### config.mk
export PLATFORM = sky130hd
export DESIGN_NAME = nios2_oci_dct_capture
export DESIGN_NICKNAME = d
export VERILOG_FILES = /design/src/rtl/nios2_oci_dct_capture.sv
export SDC_FILE = /design/constraint.sdc
export NUM_CORES = 1
export LEC_CHECK = 0
export ABC_AREA = 1
export ABC_CLOCK_PERIOD_IN_PS = 4500
export CORE_AREA = 2 2 201 203
export DETAILED_ROUTE_END_ITERATION = 8
export DIE_AREA = 0 0 203 205
export HOLD_SLACK_MARGIN = 0.12
export PLACE_DENSITY_LB_ADDON = 0.05
export SLEW_MARGIN = 40
export SYNTH_ARGS = -nofsm -noshare
export SYNTH_HDL_FRONTEND = slang
export SYNTH_SLANG_ARGS = --single-unit
### constraint.sdc
create_clock -name clk -period 4.5 [get_ports clk]
set_input_delay 0.45 -clock clk [delete_from_list [all_inputs] [get_ports clk]]
set_output_delay 0.45 -clock clk [all_outputs]
set_load 0.02 [all_outputs]
### src/rtl/nios2_oci_dct_capture.sv
// Debug-capture trace buffer: circular store of dct words with FWFT read port and end-of-test drain.
// Optional OCI_DCT_TIMESTAMP_EN prepends a 16-bit free-running cycle stamp to every entry.
//
// state      | meaning
// -----------+-----------------------------------------------------------
// ST_CAPTURE | accepting capture words
// ST_DRAIN   | end requested; pushes ignored, waiting for the buffer to empty
// ST_ENDED   | drain complete, test_has_ended held until reset
module nios2_oci_dct_capture #(
  parameter int DATA_W    = 30,
  parameter int COUNT_W   = 4,
  parameter int DEPTH     = 16,
  parameter int WRAP_MODE = 0,
`ifdef OCI_DCT_TIMESTAMP_EN
  localparam int ENTRY_W  = COUNT_W + DATA_W + 16,
`else
  localparam int ENTRY_W  = COUNT_W + DATA_W,
`endif
  localparam int AW       = $clog2(DEPTH)
) (
  input  logic               clk,
  input  logic               reset_n,
  input  logic               dct_valid,
  input  logic [DATA_W-1:0]  dct_buffer,
  input  logic [COUNT_W-1:0] dct_count,
  input  logic               test_ending,
  input  logic               rd_ready,
  output logic               rd_valid,
  output logic [ENTRY_W-1:0] rd_data,
  output logic [AW:0]        fill_level,
  output logic               overflow,
  output logic               test_has_ended
);

  typedef enum logic [1:0] {ST_CAPTURE, ST_DRAIN, ST_ENDED} state_t;

  localparam logic [AW:0] FULL_LVL = (AW+1)'(DEPTH);

  state_t             state, state_nxt;
  logic [ENTRY_W-1:0] mem [DEPTH];
  logic [AW-1:0]      wr_ptr, rd_ptr;
  logic [ENTRY_W-1:0] wr_entry;
  logic               push_req, pop, full;
  logic               do_write, force_adv, fill_inc, set_ovf;

`ifdef OCI_DCT_TIMESTAMP_EN
  logic [15:0] stamp;

  always_ff @(posedge clk or negedge reset_n) begin
    if (!reset_n) stamp <= '0;
    else          stamp <= stamp + 16'd1;
  end

  assign wr_entry = {stamp, dct_count, dct_buffer};
`else
  assign wr_entry = {dct_count, dct_buffer};
`endif

  assign rd_valid       = (fill_level != '0);
  assign rd_data        = mem[rd_ptr];
  assign test_has_ended = (state == ST_ENDED);

  // In wrap mode a full push without a pop evicts the oldest entry by dragging rd_ptr along.
  always_comb begin
    push_req  = dct_valid && (state == ST_CAPTURE);
    pop       = rd_valid && rd_ready;
    full      = (fill_level == FULL_LVL);
    do_write  = push_req && (!full || pop || (WRAP_MODE != 0));
    force_adv = push_req && full && !pop && (WRAP_MODE != 0);
    fill_inc  = do_write && !force_adv;
    set_ovf   = push_req && full && !pop;
  end

  always_ff @(posedge clk) begin
    if (do_write) mem[wr_ptr] <= wr_entry;
  end

  always_ff @(posedge clk or negedge reset_n) begin
    if (!reset_n) begin
      wr_ptr     <= '0;
      rd_ptr     <= '0;
      fill_level <= '0;
      overflow   <= 1'b0;
    end else begin
      if (do_write)           wr_ptr <= wr_ptr + 1'b1;
      if (pop || force_adv)   rd_ptr <= rd_ptr + 1'b1;
      if (fill_inc && !pop)   fill_level <= fill_level + 1'b1;
      else if (!fill_inc && pop) fill_level <= fill_level - 1'b1;
      if (set_ovf)            overflow <= 1'b1;
    end
  end

  always_ff @(posedge clk or negedge reset_n) begin
    if (!reset_n) state <= ST_CAPTURE;
    else          state <= state_nxt;
  end

  always_comb begin
    state_nxt = state;
    case (state)
      ST_CAPTURE: if (test_ending)        state_nxt = ST_DRAIN;
      ST_DRAIN:   if (fill_level == '0)   state_nxt = ST_ENDED;
      ST_ENDED:                           state_nxt = ST_ENDED;
      default:                            state_nxt = ST_CAPTURE;
    endcase
  end

endmodule

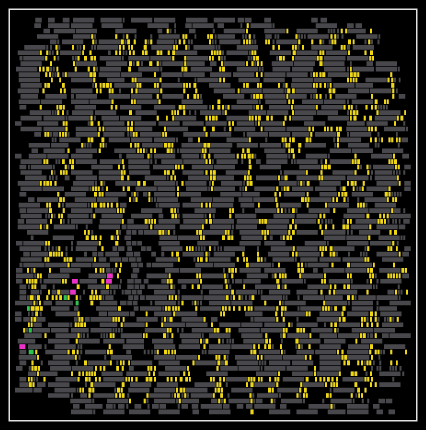
run_1/gate_families.png
Drawn at 2 px/µm.
| color | family | cells |
|---|---|---|
| yellow | NAND gates | 1119 |
| magenta | XOR/XNOR gates | 5 |
| green | inverting AOI/OAI gates | 5 |
share of cell area taken by multi-input logic gates: 21.2%
Top cell excl fill/tap: nand2_1

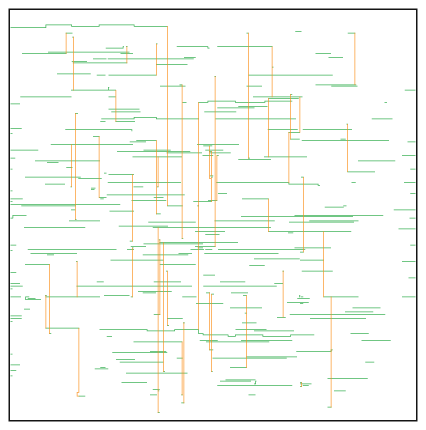
run_1/metal_stack.png
Drawn at 2 px/µm. Only two layers are drawn.
| color | layer | wire length |
|---|---|---|
| green | met3 | 3640 µm |
| orange | met4 | 1610 µm |

==> deck_impl_summary.md, run 1 <==
Implementation Results

CTS
  • CTS tree: yes
  • Number of resized instances in the post-cts repair step: 0
  • Clock Tree Buf Depth: 3
  • Clock transition at the register clock pins on the worst setup and hold paths after CTS: 0.06 ns
  • H-tree lvl count: 2
  • Number of sinks driven by the clock tree: about 560
  • Root cell of the clock tree: clkbuf_16
  • Insertion delay at the late pin of the worst-skew pair: a little under 0.6 ns
  • Total setup buffers inserted after CTS: 0

Routing
  • Final Routed Wirelength: between 50 and 60 mm
  • DR WL/cell: 18.5 µm
  • DRC viols: 0
  • Via/cell ratio: 5.39
  • First-iteration detailed-routing DRC count: roughly 1.3k
  • Antenna-violating nets left: 0
  • Via count: approximately 16k

Die
  • Vert. Die Dim: between 200 and 250 µm
  • Core Footprint: 0.0394 mm²
  • Floorplan Utilization: roughly three fifths
  • Row Count: about 73
  • I/O pin count: around 80
  • Chip Footprint: roughly 0.042 mm²

Synth
  • Mapped cell area: 0.0237 mm²
  • Avg Inst Size Synth: approximately 10 µm²
  • Ys cells: ~2.3k
  • Leading register cell type out of synthesis: edfxtp_1
  • Area share, top type: between 60 and 70%
  • Synth warnings: 0
  • Top cells by instance count after synthesis: nand2_1 (897), edfxtp_1 (544), inv_1 (227)
  • Syn Nets: between 2k and 2.5k
  • Most popular library cell in the synthesized design by count: nand2_1
  • Area contributors post-synth: edfxtp_1 (69%), nand2_1 (14%), nand3_1 (4.6%), inv_1 (3.6%), nor2_1 (3.3%)
  • Synthesis area per yosys: between 0.02 and 0.025 mm²
  • Count of different cell masters after synthesis: 21
  • Post-synth EDFFs: 544
  • Area leader, netlist: edfxtp_1
  • Register bit count reported by yosys: 560

STA
  • Min Clock Period, post-route: 3.89 ns
  • Setup repair after global routing missed its margin: false
  • Max-slew headroom at the worst pin: a little over a third
  • Max-slew violation count: 0
  • Final-report hold violation count: 0
  • Final-layout worst hold slack: 0.302 ns
  • FMAX: between 200 and 300 MHz
  • Worst-Margin Slew: approximately 0.96 ns
  • Final setup violating endpoints: 0
  • Largest clock skew in the final design: ~0.0076 ns
  • Aggregate negative setup slack: 0 ns

Worst setup path
  • Cell repeated most along the worst path: nand2_1
  • Worst-path maximum fanout: 46
  • Standard cell with the maximum stage delay on the critical path: nor2_4
  • Required time at the endpoint of the critical path: slightly above 4 ns
  • Startpoint type of the worst setup path: flip-flop
  • Longest individual stage delay on the worst path: between 0.7 and 0.8 ns
  • Data arrival time of the worst path: ~3.4 ns
  • Capturing element type of the critical path: primary output
  • Critical path type: flip-flop to primary output
  • Setup slack on the worst flop-to-flop path: approximately 1.7 ns

Final layout
  • Final standard cell area without fillers: about 0.027 mm²
  • Final #Nets: 2396
  • Core utilization of the finished layout: approximately two thirds
  • Area Growth Syn to Fin: 13.4%
  • Ratio of cells with drive above 1 in the final layout: about 6.3%

Placement
  • Pre-CTS WS: approximately 1.2 ns
  • Cell Area, Placed: around 0.025 mm²
  • Routability congestion estimate: slightly above 0.8
  • Post-detail-place hpwl: between 20 and 30 mm
  • Count of input and output buffers: ~80

GRT
  • Via count of the first global-routing pass: between 15k and 20k
  • GRT Util Overall: a little over a quarter
  • GR Overflow Total: 0
  • Global-route wire length before repair: roughly 84 mm
  • Initial antenna violation count: 0

Flow run
  • Tool Warnings: 35

Run status
  • Result of the run: completed

Min path
  • Hold Path Class: input port to asynchronous set/reset pin

Power and ir drop
  • Maximum ir drop on the vdd rail: approximately 0.0008 V
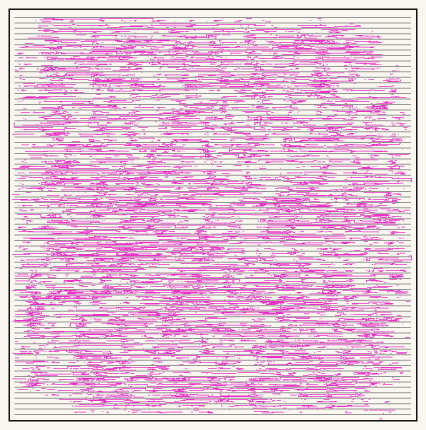
run_1/met1.png
Drawn at 2 px/µm. Supply wires on this layer in gray.
share of all routed wire: 43%
nets with wire on the layer: 2198
wire length on this layer: 23.0 mm
main direction: horizontal

==> run 1: path summary, 6_finish.rpt <==
| check | from | end | depth (start not counted) |
|---|---|---|---|
| worst max-delay path | rd_ptr[1]$_DFFE_PN0N_ | rd_data[33] | 8 |
| worst min register to register | overflow$_DFFE_PN0P_ | overflow$_DFFE_PN0P_ | 1 |
| worst min-delay path | reset_n | fill_level[1]$_DFFE_PN0P_ | 2 |
| min in group clk | dct_valid | overflow$_DFFE_PN0P_ | 3 |
| max in group asynchronous | reset_n | rd_ptr[1]$_DFFE_PN0N_ | 2 |
| worst max register to register | fill_level[1]$_DFFE_PN0P_ | fill_level[4]$_DFFE_PN0P_ | 14 |
==> run 1: worst max-delay path, delay by kind of cell, from the launching register on <==
family,cells,cell delay [ns]
flops,1,0.72
simple gates,6,1.17
buf+inv,2,0.92
==> run 1: report_power, final <==
part | leakage, nW | switching [W] | internal [W]
Clock | 0.840 | 0.00187 | 0.00247
Sequential | 5.09 | 0.000195 | 0.00604
Combinational | 5.08 | 0.00403 | 0.00195
==> run 1: cell usage in the layout (no fill, tap or decap), drive strengths merged <==
cell	n
nand3	219
ha	13
nor2	208
nand2	897
inv	232
o21ai	4
clkdlybuf4s50	79
clkinv	32
nand4	3
bufinv	3
diode	2
dlygate4sd3	1
o21bai	1
nor3	16
clkbuf	63
edfxtp	544
dfrtp	16
xnor2	2
fa	1
buf	48
xor2	3
clkinvlp	2
==> run 1: state kept, by name, summed over array words and instances (netlist names) <==
signal,count
overflow,1
rd_ptr,4
fill_level,5
state,2
wr_ptr,4
mem,544
==> run 1: metrics by stage <==
| stage | std cells | total power, W |
|---|---|---|
| 2_1_floorplan | 2263 | 0.0102 |
| 3_3_place_gp | 2810 | 0.0122 |
| 3_5_place_dp | 2810 | 0.0123 |
| 4_1_cts | 2911 | 0.0166 |
| 5_1_grt | 2912 | 0.0175 |
| 6_report | 2914 | 0.0165 |
==> run 1: per-layer routing <==
layer	global-route usage [%]	routed length [µm]
met1	36.5	23000
met2	44.2	25800
met3	4.84	3640
met4	9.10	1610
met5	0	0
==> run 1: cell type report <==
cell class / count / area [µm²] / share of cell area [%]
timing repair buffer: 128 / 1220 / 4.55
tap: 525 / 657 / 2.44
inverter: 231 / 875 / 3.25
sequential: 560 / 16700 / 62.2
clock buffer: 63 / 1450 / 5.39
antenna: 2 / 5.00 / 0.0186
multi-input combinational: 1367 / 5690 / 21.2
clock inverter: 38 / 255 / 0.949
==> run 1: kinds of logic (layout without fill, tap and decap cells) <==
| family | Yosys count | in the layout | share of synthesized area [%] |
|---|---|---|---|
| AOI/OAI and AO/OA | 5 | 5 | 0.116 |
| and+or+nand+nor | 1343 | 1343 | 22.5 |
| DFF | 560 | 560 | 70.5 |
| other | 0 | 2 | 0 |
| adders and majority gates | 14 | 14 | 0.770 |
| buffers and inverters | 336 | 460 | 5.84 |
| xor gates and xnor gates | 5 | 5 | 0.185 |
run_1/final_congestion.png
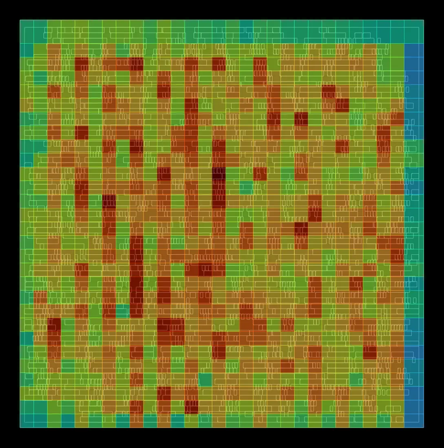

==> run 1 -> run 2 <==
ABC_AREA = not set   (was 1)
CORE_AREA = 2 2 193 195   (was 2 2 201 203)
DIE_AREA = 0 0 195 197   (was 0 0 203 205)
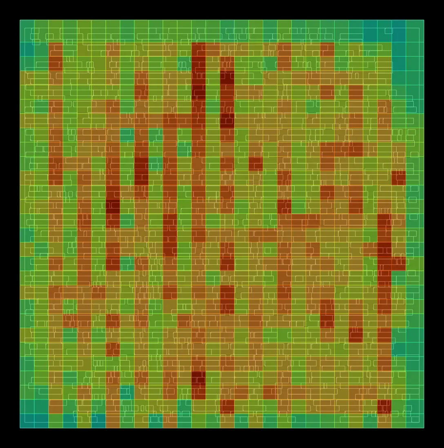
run_2/final_congestion.png
DR WL/cell: 26.6 µm
Global Route met3 Usage: 3.34%

==> deck_impl_summary.md, run 2 <==
Implementation Results

Power and ir drop
  • Leakage power of the design: around 8.4 nW
  • Maximum ir drop on the vdd rail: between 0.0005 and 0.0006 V
  • Power density normalized to cell area: 635 mW/mm²

STA
  • Max-slew violation count: 0
  • Largest clock skew in the final design: 0.0126 ns
  • Max-slew headroom at the worst pin: between 40% and 50%
  • Aggregate negative setup slack: 0 ns
  • Final-report hold violation count: 0
  • Final-layout worst hold slack: ~0.32 ns
  • Min Clock Period, post-route: roughly 4.0 ns
  • Smallest setup slack after layout: between 0.5 and 0.6 ns
  • Period utilisation layout: approximately 88%
  • Worst-Margin Slew: around 0.75 ns
  • Final setup violating endpoints: 0
  • Setup repair after global routing missed its margin: false
  • FMAX: around 250 MHz

Synth
  • Mapped cell area: around 0.022 mm²
  • Synthesis area per yosys: 0.0218 mm²
  • Post-Synthesis Cells: about 1.1k
  • Area contributors post-synth: edfxtp_1 (75%), mux4_2 (7.0%), mux2i_1 (6.3%), a221oi_1 (2.7%), dfrtp_1 (1.8%)
  • Most popular library cell in the synthesized design by count: edfxtp_1
  • Syn Nets: 1133
  • Area share, top type: roughly 75%
  • Ys cells: 1080
  • Post-synth EDFFs: about 540
  • Avg Inst Size Synth: a little over 20 µm²
  • Register bit count reported by yosys: roughly 560
  • Area leader, netlist: edfxtp_1
  • Synth warnings: 0
  • Sequential cell area fraction in the yosys report: about three quarters
  • Top cells by instance count after synthesis: edfxtp_1 (544), mux2i_1 (137), a221oi_1 (68), mux4_2 (68), nand2_1 (40)
  • Count of different cell masters after synthesis: 38
  • Share of async-settable or async-resettable flops after synthesis: between 2 and 3%
  • Leading register cell type out of synthesis: edfxtp_1

Placement
  • Cell Area, Placed: between 0.02 and 0.025 mm²
  • Routability congestion estimate: 0.742
  • Post-detail-place hpwl: between 20 and 30 mm
  • Count of input and output buffers: about 80
  • Pre-CTS WS: roughly 1.1 ns

Final layout
  • Top flop regs: mem: 544 flops, fill_level: 5 flops
  • Top cells excl fill/tap: edfxtp_1 (544), mux2i_1 (137), clkdlybuf4s50_1 (79), a221oi_1 (68), mux4_2 (68)
  • Area Growth Syn to Fin: 14.3%
  • Ratio of cells with drive above 1 in the final layout: between 10% and 20%
  • Final #Nets: between 1k and 1.5k
  • Final standard cell area without fillers: 0.0250 mm²
  • Largest reg by FF count: mem
  • Largest register FFs: 544
  • Top cell excl fill/tap: edfxtp_1
  • Antenna cells: 0

GRT
  • Global-route wire length before repair: 68.9 mm
  • GR Overflow Total: 0
  • Via count of the first global-routing pass: ~11k
  • Initial antenna violation count: 0
  • Pin count of the biggest net entering global routing: approximately 47

Routing
  • DRC viols: 0
  • Via/cell ratio: between 6 and 7
  • Antenna-violating nets left: 0
  • First-iteration detailed-routing DRC count: 935
  • First drt pass iteration count: 5

Flow run
  • Tool Warnings: 32
  • Max-capacitance violation count: 0

CTS
  • Clock transition at the register clock pins on the worst setup and hold paths after CTS: approximately 0.06 ns
  • H-tree lvl count: 2
  • Number of resized instances in the post-cts repair step: 0
  • Insertion delay at the late pin of the worst-skew pair: about 0.58 ns
  • CTS tree: yes
  • Num CTS Buffers: 54
  • Clock Tree Buf Depth: 3
  • Number of sinks driven by the clock tree: approximately 560
  • Root cell of the clock tree: clkbuf_16

Worst setup path
  • Required time at the endpoint of the critical path: approximately 4 ns
  • Startpoint type of the worst setup path: flip-flop
  • Critical path type: flip-flop to primary output
  • Worst-path maximum fanout: 46
  • Capturing element type of the critical path: primary output
  • Data arrival time of the worst path: ~3.5 ns

Run status
  • Result of the run: completed

Die
  • Vert. Die Dim: about 200 µm
  • Floorplan Utilization: roughly three fifths
  • Core Footprint: between 0.03 and 0.04 mm²
  • Chip width: a little under 200 µm
  • Chip Footprint: ~0.038 mm²
  • I/O pin count: between 80 and 90
  • Row Count: about 70

Min path
  • Hold Path Class: input port to asynchronous set/reset pin
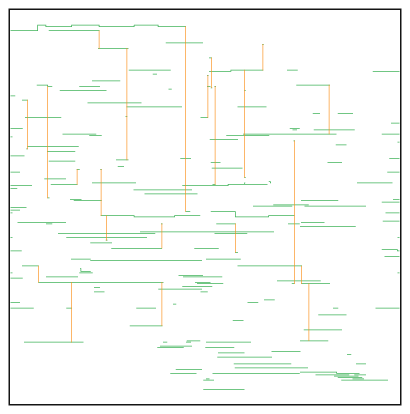
run_2/metal_stack.png
Drawn at 2 px/µm. Only two layers are drawn.
| color | layer | wire length |
|---|---|---|
| green | met3 | 2330 µm |
| orange | met4 | 651 µm |
via count: 10.7k
Final Routed Wirelength: 45.4 mm
GRT Util Overall: 24.5%

run 2: per-layer routing:
| metal | vias to the layer above | share of wire [%] | global-route usage (%) | wire, µm |
|---|---|---|---|---|
| li1 | 4706 | - | - | - |
| met1 | 5601 | 42 | 34.1 | 19100 |
| met2 | 322 | 51 | 42.0 | 23300 |
| met3 | 51 | 5.1 | 3.34 | 2330 |
| met4 | 0 | 1.4 | 5.65 | 651 |
| met5 | - | 0 | 0 | 0 |
run 2: logic make-up (layout without fill, tap and decap cells):
group,after synthesis,in the layout,synth area share (%)
DFF,560,560,76.6
muxes,209,209,13.5
AOI/OAI and AO/OA,146,146,4.99
buffers and inverters,71,227,2.06
and+or+nand+nor,70,70,1.57
adders and majority gates,14,14,0.837
xor gates and xnor gates,10,10,0.401
run 2: report_power, final:
group	internal, W	switching (W)
registers	0.00604	0.000259
logic	0.00230	0.00290
clock network	0.00252	0.00182
total	0.0109	0.00498
run 2: area by class of cell:
class	count	area, µm²
Clock buffer	70	1480
Fill cell	2374	11300
Tap cell	468	586
Inverter	12	45.0
Sequential cell	560	16700
Timing Repair Buffer	117	1180
Clock inverter	28	223
Multi-Input combinational cell	449	4710
run 2: what timing repair did:
| action | 4_1_cts | 5_1_grt |
|---|---|---|
| hold buffers | 0 | 1 |
| endpoints found under the hold margin | 0 | 16 |
| endpoints found under the setup margin | 0 | 0 |
| setup buffers | 0 | 0 |
run 2: final timing paths:
kind | from | endpoint | slack [ns] | cells after the start
max in group asynchronous | reset_n | rd_ptr[1]$_DFFE_PN0N_ | 3.86 | 2
worst min register to register | overflow$_DFFE_PN0P_ | overflow$_DFFE_PN0P_ | 0.49 | 1
worst min-delay path | reset_n | fill_level[0]$_DFFE_PN0P_ | 0.32 | 2
worst max register to register | state[0]$_DFFE_PN0P_ | mem[13][33]$_DFFE_PP_ | 1.54 | 7
worst max-delay path | rd_ptr[1]$_DFFE_PN0N_ | rd_data[3] | 0.53 | 6
min in group clk | overflow$_DFFE_PN0P_ | overflow$_DFFE_PN0P_ | 0.49 | 1
run 2: critical path, stage by stage, from the launching register on:
cell and delay [ns]:
dfrtp_4 0.79, and2_4 0.70, buf_4 0.39, a221oi_1 0.17, o21ai_0 0.22, nand2_1 0.08
clkdlybuf4s50_1 0.55
run 2: through the flow:
| step | power, W | instances | utilization (%) |
|---|---|---|---|
| global route | 0.0165 | 1704 | 68.8 |
| detailed placement | 0.0117 | 1605 | 64.1 |
| floorplan | 0.00984 | 1080 | - |
| global placement | 0.0116 | 1605 | 64.1 |
| CTS | 0.0160 | 1703 | 68.8 |
| finish | 0.0158 | 1704 | 68.8 |
Power is estimated from default activity; no workload was simulated.
